### src/rtl/instruction_fetch_pkg.sv
// Shared types for the fetch stage: controller states, fault causes and the
// datapath width.
package roxxon_fetch_pkg;

    localparam int XLEN = 32;

    typedef enum logic [2:0] {
        ST_IDLE  = 3'd0,
        ST_REQ   = 3'd1,
        ST_WAIT  = 3'd2,
        ST_DRAIN = 3'd3,
        ST_HOLD  = 3'd4,
        ST_FAULT = 3'd5
    } fetch_state_t;

    typedef enum logic [1:0] {
        FC_NONE     = 2'b00,
        FC_MISALIGN = 2'b01,
        FC_BUS_ERR  = 2'b10,
        FC_TIMEOUT  = 2'b11
    } fault_cause_t;

    function automatic logic is_word_aligned(input logic [1:0] addr_lsb);
        return (addr_lsb == 2'b00);
    endfunction

endpackage

### src/rtl/instruction_fetch_if.sv
// Instruction-memory request/response channel; the fetch stage is the master.
interface instruction_fetch_if;
    import roxxon_fetch_pkg::*;

    logic            imem_req;
    logic [XLEN-1:0] imem_addr;
    logic            imem_gnt;
    logic            imem_rvalid;
    logic [XLEN-1:0] imem_rdata;
    logic            imem_err;

    modport master (
        output imem_req,
        output imem_addr,
        input  imem_gnt,
        input  imem_rvalid,
        input  imem_rdata,
        input  imem_err
    );

    modport slave (
        input  imem_req,
        input  imem_addr,
        output imem_gnt,
        output imem_rvalid,
        output imem_rdata,
        output imem_err
    );

endinterface

### src/rtl/instruction_fetch_timeout_counter.sv
// Saturating wait-cycle counter; expired flags the LIMIT-th enabled cycle
// since the last clear so the caller can act on that same cycle.
module fetch_timeout_counter #(
    parameter int LIMIT = 16
) (
    input  logic clk,
    input  logic reset,
    input  logic clear,
    input  logic enable,
    output logic expired
);

    localparam int TW = $clog2(LIMIT + 1);
    localparam logic [TW-1:0] SAT_VAL  = TW'(LIMIT);
    localparam logic [TW-1:0] LAST_VAL = TW'(LIMIT - 1);

    logic [TW-1:0] count_r;

    // count enabled cycles, holding at LIMIT
    always_ff @(posedge clk or posedge reset) begin
        if (reset) begin
            count_r <= '0;
        end else if (clear) begin
            count_r <= '0;
        end else if (enable && (count_r != SAT_VAL)) begin
            count_r <= count_r + TW'(1);
        end else begin
            count_r <= count_r;
        end
    end

    assign expired = enable && (count_r >= LAST_VAL);

endmodule

### src/rtl/instruction_fetch.sv
// Fetch stage: requests the word at PC_out, holds it for decode and stalls
// the PC so it advances exactly once per delivered instruction.
module instruction_fetch
    import roxxon_fetch_pkg::*;
#(
    parameter int TIMEOUT_CYCLES = 16
) (
    input  logic                clk,
    input  logic                reset,
    input  logic [XLEN-1:0]     PC_out,
    output logic                pc_stall,
    input  logic                flush,
    instruction_fetch_if.master imem,
    output logic [XLEN-1:0]     instr,
    output logic [XLEN-1:0]     instr_pc,
    output logic                instr_valid,
    input  logic                instr_ready,
    output logic                fetch_fault,
    output fault_cause_t        fault_cause
);

    fetch_state_t    state_r, state_next;
    fault_cause_t    cause_r, cause_next;
    logic [XLEN-1:0] instr_r, instr_pc_r;
    logic            aligned_s, req_s, valid_s;
    logic            load_instr_s, load_pc_s;
    logic            timer_clear_s, timer_en_s, timer_expired_s;

    assign aligned_s  = is_word_aligned(PC_out[1:0]);
    assign timer_en_s = (state_r == ST_WAIT) || (state_r == ST_DRAIN);

    fetch_timeout_counter #(
        .LIMIT (TIMEOUT_CYCLES)
    ) u_timer (
        .clk     (clk),
        .reset   (reset),
        .clear   (timer_clear_s),
        .enable  (timer_en_s),
        .expired (timer_expired_s)
    );

    // controller state and fault cause
    always_ff @(posedge clk or posedge reset) begin
        if (reset) begin
            state_r <= ST_IDLE;
            cause_r <= FC_NONE;
        end else begin
            state_r <= state_next;
            cause_r <= cause_next;
        end
    end

    // next state and per-cycle strobes; flush outranks everything it meets
    always_comb begin
        state_next    = state_r;
        cause_next    = cause_r;
        req_s         = 1'b0;
        valid_s       = 1'b0;
        load_instr_s  = 1'b0;
        load_pc_s     = 1'b0;
        timer_clear_s = 1'b0;
        case (state_r)
            ST_IDLE: begin
                state_next = ST_REQ;
            end
            ST_REQ: begin
                req_s = !flush && aligned_s;
                if (flush) begin
                    state_next = ST_REQ;
                end else if (!aligned_s) begin
                    state_next = ST_FAULT;
                    cause_next = FC_MISALIGN;
                end else if (imem.imem_gnt) begin
                    state_next    = ST_WAIT;
                    load_pc_s     = 1'b1;
                    timer_clear_s = 1'b1;
                end else begin
                    state_next = ST_REQ;
                end
            end
            ST_WAIT: begin
                if (flush) begin
                    state_next = imem.imem_rvalid ? ST_REQ : ST_DRAIN;
                end else if (imem.imem_rvalid) begin
                    if (imem.imem_err) begin
                        state_next = ST_FAULT;
                        cause_next = FC_BUS_ERR;
                    end else begin
                        state_next   = ST_HOLD;
                        load_instr_s = 1'b1;
                    end
                end else if (timer_expired_s) begin
                    state_next = ST_FAULT;
                    cause_next = FC_TIMEOUT;
                end else begin
                    state_next = ST_WAIT;
                end
            end
            ST_DRAIN: begin
                if (imem.imem_rvalid || timer_expired_s) begin
                    state_next = ST_REQ;
                end else begin
                    state_next = ST_DRAIN;
                end
            end
            ST_HOLD: begin
                valid_s = !flush;
                if (flush || instr_ready) begin
                    state_next = ST_REQ;
                end else begin
                    state_next = ST_HOLD;
                end
            end
            ST_FAULT: begin
                if (flush) begin
                    state_next = ST_REQ;
                    cause_next = FC_NONE;
                end else begin
                    state_next = ST_FAULT;
                end
            end
            default: begin
                state_next = ST_IDLE;
                cause_next = FC_NONE;
            end
        endcase
    end

    // address captured at grant, word captured at good response
    always_ff @(posedge clk or posedge reset) begin
        if (reset) begin
            instr_r    <= '0;
            instr_pc_r <= '0;
        end else begin
            if (load_pc_s) begin
                instr_pc_r <= PC_out;
            end
            if (load_instr_s) begin
                instr_r <= imem.imem_rdata;
            end
        end
    end

    assign imem.imem_req  = req_s;
    assign imem.imem_addr = (state_r == ST_REQ) ? PC_out : '0;
    assign instr_valid    = valid_s;
    assign pc_stall       = !(flush || (valid_s && instr_ready));
    assign fetch_fault    = (state_r == ST_FAULT);
    assign fault_cause    = cause_r;
    assign instr          = instr_r;
    assign instr_pc       = instr_pc_r;

endmodule

### src/flat_wrapper.sv
// flat-port wrapper written by rule: the top's interface ports become plain ports
module instruction_fetch_flat import roxxon_fetch_pkg::*;
#(
    parameter int TIMEOUT_CYCLES = 16
)
  (clk, reset, PC_out, pc_stall, flush, instr, instr_pc, instr_valid, instr_ready, fetch_fault, fault_cause, imem_imem_req, imem_imem_addr, imem_imem_gnt, imem_imem_rvalid, imem_imem_rdata, imem_imem_err);
  instruction_fetch_if imem_i ();
  input  logic clk;
  input  logic reset;
  input  logic [XLEN-1:0] PC_out;
  output logic pc_stall;
  input  logic flush;
  output logic [XLEN-1:0] instr;
  output logic [XLEN-1:0] instr_pc;
  output logic instr_valid;
  input  logic instr_ready;
  output logic fetch_fault;
  output fault_cause_t fault_cause;
  output wire logic [$bits(imem_i.imem_req)-1:0] imem_imem_req;
  output wire logic [$bits(imem_i.imem_addr)-1:0] imem_imem_addr;
  input wire logic [$bits(imem_i.imem_gnt)-1:0] imem_imem_gnt;
  input wire logic [$bits(imem_i.imem_rvalid)-1:0] imem_imem_rvalid;
  input wire logic [$bits(imem_i.imem_rdata)-1:0] imem_imem_rdata;
  input wire logic [$bits(imem_i.imem_err)-1:0] imem_imem_err;
  assign imem_imem_req = imem_i.imem_req;
  assign imem_imem_addr = imem_i.imem_addr;
  assign imem_i.imem_gnt = imem_imem_gnt;
  assign imem_i.imem_rvalid = imem_imem_rvalid;
  assign imem_i.imem_rdata = imem_imem_rdata;
  assign imem_i.imem_err = imem_imem_err;
  instruction_fetch #(.TIMEOUT_CYCLES(TIMEOUT_CYCLES)) u_core (.clk(clk), .reset(reset), .PC_out(PC_out), .pc_stall(pc_stall), .flush(flush), .imem(imem_i), .instr(instr), .instr_pc(instr_pc), .instr_valid(instr_valid), .instr_ready(instr_ready), .fetch_fault(fetch_fault), .fault_cause(fault_cause));
endmodule
### config.mk
export PLATFORM = sky130hd
export DESIGN_NAME = instruction_fetch_flat
export DESIGN_NICKNAME = d
export VERILOG_FILES = /design/src/rtl/instruction_fetch_pkg.sv /design/src/rtl/instruction_fetch_if.sv /design/src/rtl/instruction_fetch_timeout_counter.sv /design/src/rtl/instruction_fetch.sv /design/src/flat_wrapper.sv
export SDC_FILE = /design/constraint.sdc
export NUM_CORES = 1
export LEC_CHECK = 0
export CORE_ASPECT_RATIO = 1.75
export CORE_MARGIN = 1
export CORE_UTILIZATION = 39
export CTS_BUF_LIST = sky130_fd_sc_hd__clkbuf_16
export DETAILED_ROUTE_END_ITERATION = 10
export PLACE_DENSITY = 0.8
export SETUP_SLACK_MARGIN = 0.3
export SKIP_LAST_GASP = 1
export SLEW_MARGIN = 20
export SYNTH_ARGS = -nofsm -noshare
export SYNTH_HDL_FRONTEND = slang
export SYNTH_SLANG_ARGS = --single-unit
### constraint.sdc
create_clock -name clk -period 2.91 [get_ports clk]
set_input_delay 0.582 -clock clk [delete_from_list [all_inputs] [get_ports clk]]
set_output_delay 0.582 -clock clk [all_outputs]
set_load 0.01 [all_outputs]
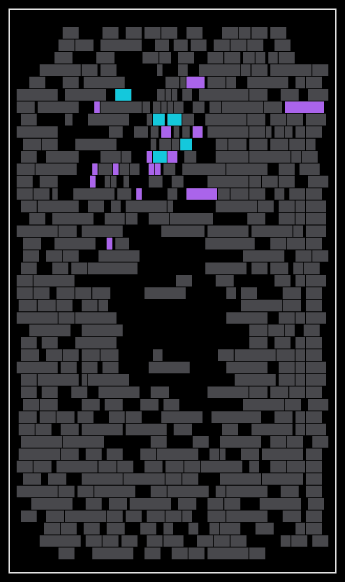
Run 1: gate families picked out
- purple: NOR gates (cells 15; where north)
- cyan: AND-OR and OR-AND gates (cells 5; where north)
logic share of the area: 0.2376
dominant logic cell type in the layout: clkdlybuf4s50_1
fin cells: 529

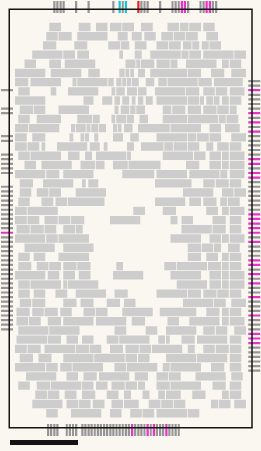
Run 1: I/O pins on the die edge
The bar under the picture is 20 um long. Pins as bars across the die edge, other pins in grey.
- magenta: imem_imem_addr (pins 32; direction output; edge 23 east, 4 south, 4 north, 1 west)
- red: pc_stall (pins 1; direction output; edge north)
- cyan: fault_cause (pins 2; direction output; edge north)
- all pins by edge: 64 east, 42 west, 40 south, 27 north
die width: 71.35 um
number of buffer cells added on primary ports: 172

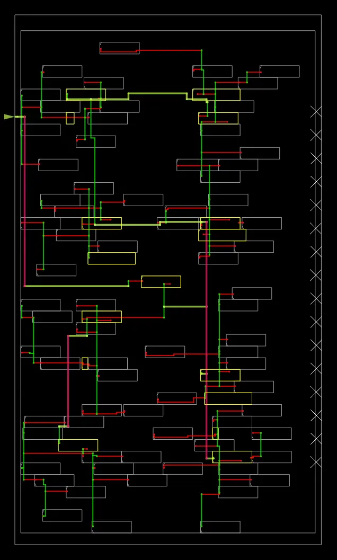
Run 1: the clock network
clock buffer count from CTS: 9
num sequential: 74
number of sinks on the clock net: 74
worst clock skew: 0.005201 ns
Clock buffer cells: 9

==> run summary, run 1 <==
Item: results of the latest flow run.

- The post-CTS hold buffer count recorded in the log is 0.
- The number of placement rows is 43.
- STA classifies the critical path endpoint as an output port.
- The final-report hold violation count is 0.
- Across all checked pins, the minimum headroom to the slew limit is 0.7324.
- Looking at hold timing, the worst path starts from u_core.instr_pc[24]$_DFFE_PP0P_.
- Per the OpenROAD floorplan log, the area of the core is 0.008016 mm^2.
- The worst reg2reg path depth is 6.
- Setup repair after global routing could not meet its margin everywhere.
- The number of antenna violations at the first check in global routing is 0.
- Post-route period utilization is reported as 0.8940.
- The post-synthesis cell count from yosys is 250.
- The yosys stat chip area is 0.003282 mm^2.
- The number of DRC markers in iteration 0 is 111.
- On the reported timing paths, the clock transition at the registers reads 0.06 ns.
- Per the detail_route report, routed wire per instance is 15.56 um.
- The number of antenna diodes in the final layout is 0.
- The dominant combinational cell family by area after synthesis is multiplexers.
- The destination of the worst register-to-register timing path is u_core.instr_pc[18]$_DFFE_PP0P_.
- The worst slack at placement is 0.2278 ns.
- The number of buffers added for setup after CTS is 5.
- The adder and majority cell fraction of the synthesized area is 0.01144.
- The layout inverter count without the clock tree is 8.
- The routed wire length is 8.230 mm.
- The cell area after placement is 0.005104 mm^2.
- Max-slew check failures listed in the final report amount to 0.
- The post-detailed-route via-to-cell ratio is 4.970.
- In the hold timing report, the worst path depth is 1.
- The maximum number of pins on one net before global-route repair is 75.
- The number of global-route vias before repair is 2644.
- The later-pin clock latency in the skew report is 0.33 ns.
- The mean cell area of the mapped netlist is 13.13 um^2.
- For this configuration, the core starts out at a cell density of 0.4094.
- Power spread over the standard cell area amounts to 614.2 mW/mm^2.
- The number of warnings the tools reported is 29.
- Per the final report, the share of cell area in non-clock buffers is 0.3399.
- By count the netlist is led by 74 x dfrtp_1, 38 x mux2_2, 35 x and2_1, 24 x mux2_1, 10 x nor2_1.
- The run finished, with violations left.
- The final reports fail on design-rule violations.
- The first detailed-routing pass took 8 iterations.
- The buffer cell driving the clock tree root is clkbuf_16.
- The area fraction of the largest cell type after synthesis is 0.5642.
- Detailed placement finished with a half-perimeter wire length of 6.010 mm.
- The critical path class is in2out.
- The worst hold slack after final layout is 0.4823 ns.
- The cell count after synthesis is 250.
- The number of H-tree levels is 3.
- In this run the worst setup path terminates at instr_valid.
- Per the detail_route report, DRC violations left total 16.
- The main flop type after synthesis is dfrtp_1.
- Once layout is done, the placed cells without fillers occupy 0.005577 mm^2.
- The final critical-path required period is 2.602 ns.
- The final sum of negative setup slack is 0 ns.
- The die covers 0.008800 mm^2.
- For this run, the register share of the synthesized area comes to 0.5642.
- CTS reports a maximum clock tree buffer depth of 2.
- The number of nets with antenna violations after detailed routing is 0.
- According to the timing report, the critical path is launched from flush.
- For this run, the total global-route usage over all layers was measured as 0.1970.
- The post-synth count of flops with an enable pin is 0.
- The net count reported at finish is 508.
- Leaving out buffers and inverters, the combinational logic in the layout accounts for 0.001325 mm^2.
- The cell area that synthesis handed to floorplanning was 0.003282 mm^2.
- The area share of and/or/nand/nor cells after synthesis is 0.1209.
- After synthesis, the share of flip-flops with an asynchronous set or reset is 1.000.
- After detailed placement, the design holds a cell count of 505.
- Fill cells in the final layout number 607.
- The slew at the pin with the worst max-slew slack is 0.4014 ns.
- The required time at the worst-slack endpoint is 2.33 ns.
[run 1: layer usage]
layer  up-vias  routed length [um]  global-route usage
li1       1232                   -                   -
met4         0                 133              0.1013
met2       128                4392              0.3500
met5         -                   0                   0
met3        10                 799             0.07009
met1      1259                2904              0.2010
[run 1: sequential cells by signal (all words and copies together), names as in the netlist]
name	count
u_core.instr	32
u_core.u_timer.count_r	5
u_core.state_r	3
u_core.fault_cause	2
u_core.instr_pc	32
[run 1: worst max-delay path, stage by stage]
cell and delay, ns:
clkdlybuf4s50_1 0.54, nor2_4 0.20, and3_1 0.17, clkdlybuf4s50_1 0.53
[run 1: report_power, final]
part,internal [mW],switching (mW),leakage [nW]
Sequential,1.18,0.0970,0.963
Combinational,0.509,0.316,1.54
Clock,0.916,0.404,0.178
Total,2.61,0.817,2.68
Run 1, zoomed window:
The bar under the picture is 5 um long. Region (26, 76) to (46, 96) um. Cells in grey, sequential cells in the stronger grey; small squares are vias.
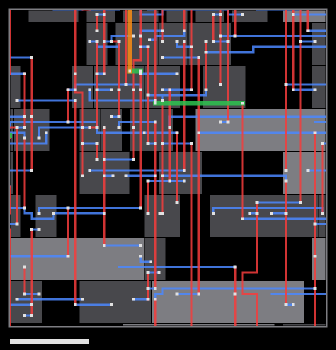

## Run 2: what changed since run 1
- CORE_UTILIZATION: 39 -> 35
- PLACE_DENSITY: 0.8 -> 0.73
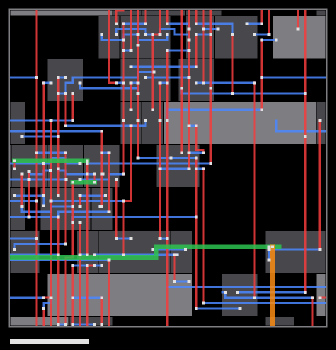
Run 2: zoomed window
The bar under the picture is 5 um long. Region (28, 81) to (48, 101) um. Cells in grey, sequential cells in the stronger grey; small squares are vias.
- red: met2
- green: met3
- blue: met1
- orange: met4
- netlist names of flops here include: u_core.state_r (1), u_core.u_timer.count_r (1)
- most frequent: nor2_1 (4), inv_1 (2), nand4_1 (2)
- sequential cells in the window: 2
- cells with their middle in the window: 23

==> run summary, run 2 <==
Item: results of the latest flow run.

- The routed wire length on met3 is 750 um (-6.1%).
- The power density of the placed cells is 559.6 mW/mm^2 (-8.9%).
- The adder and majority cell fraction of the synthesized area is 0.01144 (unchanged).
- Looking at the global route congestion table, the highest-usage layer is met2.
- The instance count along the most critical hold path was 1 (unchanged).
- The clock input transition at the sequential cells of the worst setup and hold paths is 0.05 ns (about the same).
- The portion of total power attributed to sequential cells is 0.424 (+0.050).
- The length of the first detailed-routing pass in iterations was 4 (-4).
- The area share of and/or/nand/nor cells after synthesis is 0.1209 (unchanged).
- The final sum of negative setup slack was 0 ns (unchanged).
- The global routing met1 resource utilization came to 0.1811 (-0.01983).
- The number of filler cells placed in the layout is 797 (+31%).
- The main flop type after synthesis is dfrtp_1.
- The required time at the worst-slack endpoint was 2.33 ns (about the same).
- The multi-input combinational cell area is 0.001320 mm^2 (-0.38%).
- The count of flip-flops with a built-in enable after synthesis is 0 (unchanged).
- The chip footprint is 0.009784 mm^2 (+11%).
- The later-pin clock latency in the skew report is 0.33 ns (about the same).
- The number of DRC markers in iteration 0 is 105 (-5.4%).
- The highest metal layer carrying signal wires in the routed design is met4.
- The buffer cell driving the clock tree root is clkbuf_16.
- The reported net switching power came to 0.7917 mW (-3.0%).
- The beginning of the worst hold path is u_core.instr_pc[29]$_DFFE_PP0P_.
- The yosys stat chip area is 0.003282 mm^2 (unchanged).
- Per STA, the endpoint of the critical path is instr_valid.
- The tap cell count is 120.
- The internal power came to 2.251 mW (-14%).
- The number of global-route vias before repair is 2604 (-1.5%).
- Ranked by instance count, the synthesized netlist is headed by 74 x dfrtp_1, 38 x mux2_2, 35 x and2_1, 24 x mux2_1, 10 x nor2_1.
- The post-detailed-route DRC marker count is 0 (-16).
- The slew at the pin with the worst max-slew slack is 0.5630 ns (+0.1615 ns).
- The number of buffers added by the clock tree synthesis step came to 9 (unchanged).
- The share of async-settable or async-resettable flops after synthesis came to 1.000 (unchanged).
- STA classifies the critical path endpoint as an output port.
- The net count reported at finish is 504 (-0.79%).
- The routed length on met2 came to 4.266 mm (-2.9%).
- The TritonCTS sink count is 74 (unchanged).
- The sequential cell area fraction in the yosys report came to 0.5642 (unchanged).
- The destination of the worst register-to-register timing path is u_core.instr_pc[28]$_DFFE_PP0P_.
- The number of warnings the tools reported is 29 (unchanged).
- The post-detailed-placement half-perimeter wirelength is 6.227 mm (+3.6%).
- The length of routed wiring on met1 is 2.929 mm (+0.86%).
- The routed wire length was 8.124 mm (-1.3%).
- The number of antenna violations at the first check in global routing was 0 (unchanged).
- The dominant combinational cell family by area after synthesis is multiplexers.
- The run finished with clean final reports.
- The post-detailed-route via-to-cell ratio is 4.720 (-5.0%).
- The final-report hold violation count is 0 (unchanged).
- The number of nets with antenna violations after detailed routing is 0 (unchanged).
- The synthesized area is 0.003282 mm^2 (unchanged).
- The maximum number of pins on one net before global-route repair is 38 (-49%).
- The fraction of the cycle the final worst path needs is 0.9022 (+0.008207).
- The multi-input combinational area share is 0.2428 (+0.005205).
- The combinational power is 0.818 mW (-0.8%).
- The final critical-path required period was 2.625 ns (+0.02388 ns).
- The buffer depth of the longest clock path is 2 (unchanged).
- The power group with the highest consumption is sequential cells.
- The number of placement rows is 46 (+7.0%).
- The met2 track utilization from global routing was 0.3021 (-0.04793).
- The layout inverter count without the clock tree is 8 (unchanged).
- The global routing usage on met3 is 0.05483 (-0.01526).
- The mean cell area of the mapped netlist was 13.13 um^2 (unchanged).
- Setup repair after global routing could not meet its margin everywhere.
- The number of buffers added for setup after CTS is 2 (-3).
- The clock network power was 0.936 mW (-29%).
- The final setup skew was 0.005319 ns (+0.0001171 ns).
- The tally of buffers added on design ports is 172 (unchanged).
- The worst slew margin relative to its limit is 0.6241 (-0.1082).
- In the setup report, the worst path falls into the class in2out.
- The flip-flop and latch power is 1.29 mW (about the same).
- The worst slack at placement is 0.2674 ns (+0.03964 ns).
- The portion of total power attributed to combinational logic came to 0.269 (+0.028).
[run 2: cell counts after synthesis]
Identical to the previous run, type by type.
[run 2: critical path, stage by stage]
cell and delay (ns):
clkdlybuf4s50_1 0.51, nor2_2 0.24, and3_1 0.17, clkdlybuf4s50_1 0.53
[run 2: stage by stage]
| stage | hold slack (ns) | std cells | area (um^2) |
|---|---|---|---|
| floorplan | 0.5241 | 250 | 3282 |
| CTS | 0.4880 | 553 | 5421 |
| detailed placement | 0.4763 | 536 | 5149 |
| global route | 0.4991 | 554 | 5436 |
| global placement | 0.4663 | 536 | 5149 |
| finish | 0.4812 | 554 | 5436 |
Run 2, the clock network:
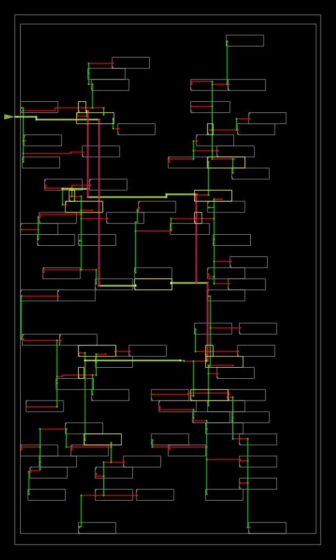

## Run 3: what changed since run 2
- CORE_UTILIZATION: 35 -> 39
- PLACE_DENSITY: 0.73 -> 0.8
- SLEW_MARGIN: 20 -> 30
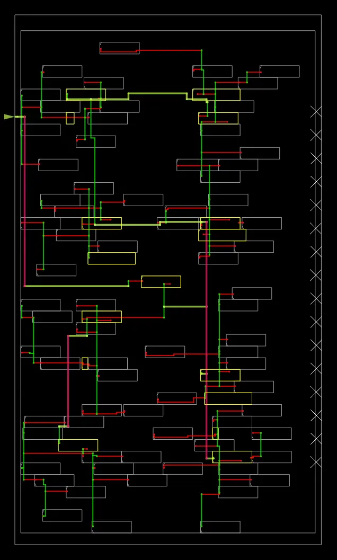
Run 3: the clock network
power attributed to the clock group: 1.32 mW
Late-Pin Clk Latency: 0.33 ns

==> run summary, run 3 <==
Item: results of the latest flow run.

- The flow ran to the end, but the final reports show violations.
- The final reports fail on design-rule violations.
- The post-detailed-route via-to-cell ratio is 4.970 (+5.3%).
- The number of storage elements in the synthesis netlist is 74.
- The worst register-to-register path ends at u_core.instr_pc[18]$_DFFE_PP0P_.
- The number of antenna violations at the first check in global routing is 0 (unchanged).
- The worst hold slack after final layout is 0.4823 ns (+0.001170 ns).
- Of the total power, the share spent switching nets is 0.2384.
- The number of nets with antenna violations after detailed routing came to 0 (unchanged).
- The final sum of negative setup slack is 0 ns (unchanged).
- The clock input transition at the sequential cells of the worst setup and hold paths came to 0.06 ns (about the same).
- The worst slew margin relative to its limit is 0.7324 (+0.1082).
- The post-detailed-route DRC marker count is 16 (+16).
- The routed wire length is 8.230 mm (+1.3%).
- STA classifies the critical path endpoint as an output port.
- The final critical-path required period came to 2.602 ns (-0.02388 ns).
- The adder and majority cell fraction of the synthesized area is 0.01144 (unchanged).
- For this design, the slowest cell found on the critical path is clkdlybuf4s50_1.
- The length of the first detailed-routing pass in iterations was 8 (+4).
- For reference, the critical path is captured by instr_valid.
- The cell area after placement was 0.005104 mm^2 (-0.87%).
- The worst slack at placement came to 0.2278 ns (-0.03964 ns).
- The power density of the placed cells was 614.2 mW/mm^2 (+9.8%).
- The maximum number of pins on one net before global-route repair is 75 (+97%).
- The yosys stat chip area is 0.003282 mm^2 (unchanged).
- Of the total power, the clock network draws 0.385.
- After synthesis, the most frequently instantiated cells are 74 x dfrtp_1, 38 x mux2_2, 35 x and2_1, 24 x mux2_1, 10 x nor2_1.
- The fraction of the cycle the final worst path needs is 0.8940 (-0.008207).
- The post-detailed-placement half-perimeter wirelength came to 6.010 mm (-3.5%).
- The kind of cell with the highest combined delay on the critical path is buffers and inverters.
- The mean cell area of the mapped netlist is 13.13 um^2 (unchanged).
- The most area-hungry cell type in the Yosys netlist is dfrtp_1.
- The instance count along the most critical hold path is 1 (unchanged).
- The tap cell count is 90 (-25%).
- The reported net switching power is 0.8165 mW (+3.1%).
- The count of flip-flops with a built-in enable after synthesis is 0 (unchanged).
- The number of DRC markers in iteration 0 is 111 (+5.7%).
- The number of global-route vias before repair is 2644 (+1.5%).
- Endpoints with negative setup slack in the final report add up to 0.
- The most used flip-flop cell after synthesis is dfrtp_1.
- The TritonCTS sink count is 74 (unchanged).
- The slew at the pin with the worst max-slew slack came to 0.4014 ns (-0.1615 ns).
- The number of standard cells in the final layout excluding fillers is 529 (-4.5%).
- The dominant combinational cell family by area after synthesis is multiplexers.
- Counting only logic cells after layout, the most numerous master is clkdlybuf4s50_1.
- The internal power is 2.609 mW (+16%).
- The portion of total power attributed to sequential cells is 0.374 (-0.050).
- The required time at the worst-slack endpoint was 2.33 ns (about the same).
- The final-report hold violation count is 0 (unchanged).
- The critical path goes through clkdlybuf4s50_1 > nor2_4 > and3_1 > clkdlybuf4s50_1.
- Per the gpl log, the routability congestion estimate is 0.8022.
- The tally of buffers added on design ports is 172 (unchanged).
- The number of filler cells placed in the layout is 607 (-24%).
- The number of instances in the placed design is 505 (-5.8%).
- The post-route cell area is 0.005577 mm^2 (+2.6%).
- The synthesized area came to 0.003282 mm^2 (unchanged).
- The final setup skew is 0.005201 ns (-0.0001171 ns).
- The critical path is of the in2out type.
- The share of async-settable or async-resettable flops after synthesis was 1.000 (unchanged).
- The number of buffer and inverter instances along the worst setup path is 2 (unchanged).
- The number of placement rows is 43 (-6.5%).
- The number of warnings the tools reported is 29 (unchanged).
- The multi-input combinational area share is 0.2376 (-0.005205).
- The sequential cell area fraction in the yosys report is 0.5642 (unchanged).
- The buffer depth of the longest clock path is 2 (unchanged).
- The chip footprint was 0.008800 mm^2 (-10%).
- The multi-input combinational cell area is 0.001325 mm^2 (+0.38%).
- The layout inverter count without the clock tree is 8 (unchanged).
- The type of element launching the critical path is an input port.
- The number of cells on the critical path is 4 (unchanged).
- The area share of and/or/nand/nor cells after synthesis was 0.1209 (unchanged).
- The delay contributed by the slowest stage of the critical path is 0.54 ns (about the same).
- The cell with the most instances after synthesis is dfrtp_1.
==> run 3: cell counts after synthesis <==
Identical to the previous run, type by type.
==> run 3: layer usage <==
metal	share of wire	wire length, um	global-route usage	vias up
li1	-	-	-	1232
met1	0.35	2904	0.2010	1259
met2	0.53	4392	0.3500	128
met3	0.097	799	0.07009	10
met4	0.016	133	0.1013	0
met5	0	0	0	-
==> run 3: power by group through the flow <==
stage	logic (mW)	registers, mW	clock network, mW
CTS	0.839	1.28	1.35
finish	0.825	1.28	1.32
global placement	0.795	1.30	0
global route	0.888	1.30	1.39
floorplan	0.267	1.35	0
detailed placement	0.815	1.30	0
==> run 3: timing repair <==
item | CTS | global route
pin swaps | 1 | 1
gates resized | 8 | 16
cloned | 1 | 0
hold buffers | 0 | 0
buffers inserted | 5 | 2
endpoints found under the setup margin | 31 | 23
Power and IR drop assume default switching activity.
